--- src/rtl/gam_two_winner_search_pkg.sv ---
// Shared types and defaults for the GAM nearest-two-node search engine.
package gam_two_winner_search_pkg;

    localparam int GAM_DIM     = 8;
    localparam int GAM_ELEM_W  = 8;
    localparam int GAM_NODE_AW = 6;
    localparam int GAM_CLASS_W = 4;
    localparam int GAM_ED_W    = 2*GAM_ELEM_W + $clog2(GAM_DIM);

    typedef logic [GAM_ELEM_W-1:0]              gam_elem_t;
    typedef gam_elem_t [GAM_DIM-1:0]            gam_vec_t;
    typedef logic [GAM_ED_W-1:0]                gam_ed_t;

    typedef enum logic [1:0] {IDLE, FETCH, DRAIN, DONE} gam_search_state_t;

endpackage

--- src/rtl/gam_two_winner_search_sq_dist_unit.sv ---
// Registered squared-Euclidean distance: per-lane |a-b|^2, summed, one cycle latency.
module sq_dist_unit #(
    parameter int DIM    = 8,
    parameter int ELEM_W = 8,
    parameter int ED_W   = 2*ELEM_W + $clog2(DIM)
) (
    input  logic                  clk,
    input  logic                  rst_n,
    input  logic                  flush,
    input  logic                  in_valid,
    input  logic [DIM*ELEM_W-1:0] a,
    input  logic [DIM*ELEM_W-1:0] b,
    output logic                  out_valid,
    output logic [ED_W-1:0]       out_ed
);

    logic [DIM-1:0][2*ELEM_W-1:0] sq;
    logic [ED_W-1:0]              sum;

    for (genvar g = 0; g < DIM; g++) begin : g_lane
        logic [ELEM_W-1:0] ea, eb, diff;
        assign ea    = a[g*ELEM_W +: ELEM_W];
        assign eb    = b[g*ELEM_W +: ELEM_W];
        assign diff  = (ea > eb) ? (ea - eb) : (eb - ea);
        assign sq[g] = diff * diff;
    end

    always_comb begin
        sum = '0;
        for (int i = 0; i < DIM; i++)
            sum = sum + ED_W'(sq[i]);
    end

    always_ff @(posedge clk or negedge rst_n) begin
        if (!rst_n) begin
            out_valid <= 1'b0;
            out_ed    <= '0;
        end else begin
            out_valid <= in_valid && !flush;
            if (in_valid)
                out_ed <= sum;
        end
    end

endmodule

--- src/rtl/gam_two_winner_search.sv ---
// Scans one class of node memory, one node per cycle, and keeps the two nearest nodes to x.
module gam_two_winner_search
    import gam_two_winner_search_pkg::*;
#(
    parameter int    DIM     = GAM_DIM,
    parameter int    ELEM_W  = GAM_ELEM_W,
    parameter int    NODE_AW = GAM_NODE_AW,
    parameter int    CLASS_W = GAM_CLASS_W,
    localparam int   ED_W    = 2*ELEM_W + $clog2(DIM)
) (
    input  logic                       clk,
    input  logic                       rst_n,
    input  logic                       start,
    input  logic                       abort,
    input  logic [DIM*ELEM_W-1:0]      x_i,
    input  logic [CLASS_W-1:0]         class_i,
    input  logic [NODE_AW:0]           node_count_i,
    output logic                       mem_rd_en,
    output logic [CLASS_W+NODE_AW-1:0] mem_addr,
    input  logic [DIM*ELEM_W-1:0]      mem_rd_data,
    output logic                       busy,
    output logic                       done,
    output logic [NODE_AW-1:0]         min1_node,
    output logic [NODE_AW-1:0]         min2_node,
    output logic [ED_W-1:0]            min1_ed,
    output logic [ED_W-1:0]            min2_ed,
    output logic                       min1_valid,
    output logic                       min2_valid,
    output logic                       empty_class
);

    localparam logic [NODE_AW:0] N_MAX = {1'b1, {NODE_AW{1'b0}}};

    gam_search_state_t state, nxt;

    logic [DIM*ELEM_W-1:0] x_q;
    logic [CLASS_W-1:0]    cls_q;
    logic [NODE_AW:0]      n_q, n_clip;
    logic [NODE_AW-1:0]    cnt, idx_d0, idx_d1;
    logic                  accept, last, rd_vld, ed_vld;
    logic [ED_W-1:0]       ed;

    assign n_clip = (node_count_i > N_MAX) ? N_MAX : node_count_i;
    assign accept = (state == IDLE) && start && !abort;
    assign last   = ({1'b0, cnt} == (n_q - 1'b1));
    assign busy   = (state == FETCH) || (state == DRAIN);
    assign done   = (state == DONE);

    always_ff @(posedge clk or negedge rst_n) begin
        if (!rst_n) state <= IDLE;
        else        state <= nxt;
    end

    always_comb begin
        nxt = state;
        case (state)
            IDLE:  if (accept) nxt = (n_clip == '0) ? DONE : FETCH;
            FETCH: if (abort) nxt = IDLE; else if (last) nxt = DRAIN;
            // the last data beat is still entering the distance register until rd_vld drops
            DRAIN: if (abort) nxt = IDLE; else if (!rd_vld) nxt = DONE;
            DONE:  nxt = IDLE;
            default: nxt = IDLE;
        endcase
    end

    always_ff @(posedge clk or negedge rst_n) begin
        if (!rst_n) begin
            mem_rd_en <= 1'b0;
            mem_addr  <= '0;
            cnt       <= '0;
            x_q       <= '0;
            cls_q     <= '0;
            n_q       <= '0;
        end else if (accept) begin
            x_q   <= x_i;
            cls_q <= class_i;
            n_q   <= n_clip;
            cnt   <= '0;
            if (n_clip != '0) begin
                mem_rd_en <= 1'b1;
                mem_addr  <= {class_i, {NODE_AW{1'b0}}};
            end
        end else if (state == FETCH) begin
            if (abort || last) begin
                mem_rd_en <= 1'b0;
            end else begin
                cnt      <= cnt + 1'b1;
                mem_addr <= {cls_q, NODE_AW'(cnt + 1'b1)};
            end
        end
    end

    always_ff @(posedge clk or negedge rst_n) begin
        if (!rst_n) begin
            rd_vld <= 1'b0;
            idx_d0 <= '0;
            idx_d1 <= '0;
        end else begin
            rd_vld <= mem_rd_en && !abort;
            idx_d0 <= mem_addr[NODE_AW-1:0];
            idx_d1 <= idx_d0;
        end
    end

    sq_dist_unit #(.DIM(DIM), .ELEM_W(ELEM_W), .ED_W(ED_W)) u_sq (
        .clk       (clk),
        .rst_n     (rst_n),
        .flush     (abort),
        .in_valid  (rd_vld),
        .a         (x_q),
        .b         (mem_rd_data),
        .out_valid (ed_vld),
        .out_ed    (ed)
    );

    // strict compares: on equal distance the earlier (lower) index keeps its place
    always_ff @(posedge clk or negedge rst_n) begin
        if (!rst_n) begin
            min1_node   <= '0;
            min2_node   <= '0;
            min1_ed     <= '1;
            min2_ed     <= '1;
            min1_valid  <= 1'b0;
            min2_valid  <= 1'b0;
            empty_class <= 1'b0;
        end else if (accept) begin
            min1_ed     <= '1;
            min2_ed     <= '1;
            min1_valid  <= 1'b0;
            min2_valid  <= 1'b0;
            empty_class <= (n_clip == '0);
        end else if (abort && state != IDLE) begin
            min1_valid <= 1'b0;
            min2_valid <= 1'b0;
        end else if (ed_vld) begin
            if (ed < min1_ed) begin
                min2_node  <= min1_node;
                min2_ed    <= min1_ed;
                min2_valid <= min1_valid;
                min1_node  <= idx_d1;
                min1_ed    <= ed;
                min1_valid <= 1'b1;
            end else if (ed < min2_ed) begin
                min2_node  <= idx_d1;
                min2_ed    <= ed;
                min2_valid <= 1'b1;
            end
        end
    end

endmodule

--- config.mk ---
export PLATFORM = sky130hd
export DESIGN_NAME = gam_two_winner_search
export DESIGN_NICKNAME = d
export VERILOG_FILES = /design/src/rtl/gam_two_winner_search_pkg.sv /design/src/rtl/gam_two_winner_search_sq_dist_unit.sv /design/src/rtl/gam_two_winner_search.sv
export SDC_FILE = /design/constraint.sdc
export NUM_CORES = 2
export LEC_CHECK = 0
export CORE_UTILIZATION = 52
export DETAILED_ROUTE_END_ITERATION = 12
export HOLD_SLACK_MARGIN = 0.15
export PLACE_DENSITY = 0.72
export SETUP_SLACK_MARGIN = 0.15
export SLEW_MARGIN = 20
export SYNTH_ARGS = -nofsm -noshare
export SYNTH_HDL_FRONTEND = slang
export SYNTH_SLANG_ARGS = --single-unit
export TNS_END_PERCENT = 1
--- constraint.sdc ---
create_clock -name clk -period 16 [get_ports clk]
set_clock_uncertainty 0.15 [all_clocks]
set_input_delay 3.2 -clock clk [delete_from_list [all_inputs] [get_ports clk]]
set_output_delay 3.2 -clock clk [all_outputs]
set_load 0.1 [all_outputs]
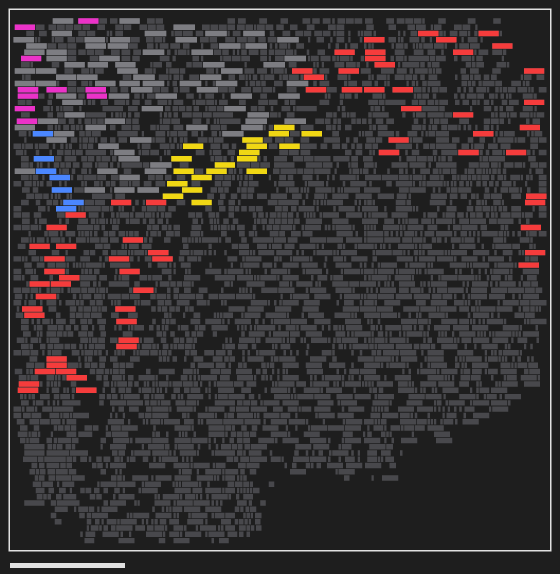
Figure 1: sequential cells grouped by signal name.
Scale bar: 50 microns. Other sequential cells in the stronger gray, the rest of the logic in the fainter gray.
Red stands for x_q, flops 64. Yellow stands for u_sq.out_ed, flops 19, where north. Magenta stands for mem_addr, flops 10, where north-west. Blue stands for n_q, flops 7.

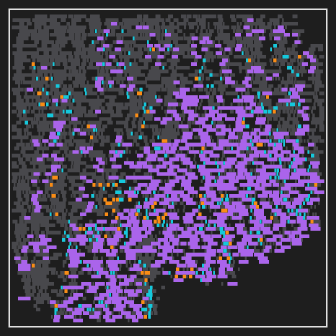
Figure 2: selected gate families.
Purple stands for fa/ha/maj cells, cells 755, most used fa_1. Orange stands for and/or cells, cells 84, most used or2_2. Cyan stands for nor cells, cells 301, most used nor2_1, where widely spread.

==> run summary <==
impl run done, here's what came out: share of post-route cells with drive strength above 1=a little under an eighth, filler cell count=4464, gr ovfl total=0, fmax=around 64 MHz, met3 wire len=3130 microns, Non-clk invs=727, Hold-fix buffers, CTS=0, seq_cells=180, clock-pin slew on the worst setup and hold paths=0.09 ns, H-tree lvl count=4, Setup crit end kind=flip-flop, area of placed instances=about 32000 sq um, num ports=209, Dominant combinational family=adder cells, Seq share, synth=16.2%, status=complete, no violations, slowest library cell on the worst path=fa_1, num rows=84, ClkCell Share=1.90%, startpoint types=input pin
worst max-delay path, delay by kind of cell:
kind | cells | cell delay [ns]
AND-OR/OR-AND | 9 | 1.43
XOR/XNOR | 3 | 0.59
adder cells (fa/ha/maj) | 17 | 7.88
buffers and inverters | 11 | 1.15
multiplexers | 2 | 0.59
AND/OR/NAND/NOR | 4 | 0.88
path summary, 6_finish.rpt:
kind / from / to / depth (start not counted)
setup reg to reg: x_q[0]$_DFFE_PN0P_ / u_sq.out_ed[14]$_DFFE_PN0P_ / 46
min in group asynchronous: rst_n / x_q[25]$_DFFE_PN0P_ / 1
hold reg to reg: idx_d0[3]$_DFF_PN0_ / idx_d1[3]$_DFF_PN0_ / 0
max in group asynchronous: rst_n / cnt[1]$_DFFE_PN0P_ / 2
hold / removal: idx_d0[3]$_DFF_PN0_ / idx_d1[3]$_DFF_PN0_ / 0
setup / recovery: mem_rd_data[5] / u_sq.out_ed[14]$_DFFE_PN0P_ / 46
layout by cell type (no fill, tap or decap), types with 25 or more instances in the layout:
master / netlist / final
xor2_1: 44 / 42
buf_4: 2 / 133
o21ai_0: 104 / 100
mux2i_1: 63 / 58
xnor2_1: 41 / 39
ha_1: 352 / 341
nand2b_1: 28 / 28
a21oi_1: 80 / 72
nor3_1: 30 / 30
dfstp_2: 38 / 38
nor2_1: 233 / 229
mux2_2: 69 / 69
a21o_1: 51 / 51
nand3_1: 27 / 25
nand2_1: 187 / 187
dfrtp_1: 142 / 142
fa_1: 403 / 399
inv_1: 721 / 721
clkdlybuf4s50_1: 0 / 206
or2_2: 26 / 26
registers in the layout (all words and copies together), names as in the netlist:
signal and cells:
x_q 64, min1_ed 19, min2_ed 19, u_sq.out_ed 19, mem_addr 10, n_q 7, cnt 6, idx_d0 6
idx_d1 6, min1_node 6, min2_node 6, cls_q 4, state 2, empty_class 1, mem_rd_en 1, min1_valid 1
min2_valid 1, rd_vld 1, u_sq.out_valid 1
synth_stat cells, drive strengths merged (10+ instances only):
cell and n:
a211oi 11, a21o 51, a21oi 83, and2 19
and3 11, buf 25, clkbuf 38, dfrtp 142
dfstp 38, fa 403, ha 352, inv 726
mux2 70, mux2i 64, nand2 188, nand2b 28
nand3 28, nand3b 12, nand4 21, nor2 234
nor2b 21, nor3 31, o21ai 109, o21bai 10
o22a 24, o22ai 13, or2 32, or3 15
xnor2 46, xor2 46
metrics by stage:
stage / cells / hold slack [ns] / util, % / setup TNS [ns]
after floorplan: 3010 / 0.181 / - / 0
after global placement: 3970 / 0.185 / 60.0 / -0.322
after detailed placement: 3970 / 0.185 / 60.0 / -0.720
after CTS: 4002 / 0.203 / 61.2 / 0
after global routing: 4008 / 0.212 / 61.9 / -0.0694
final: 4008 / 0.202 / 61.9 / 0
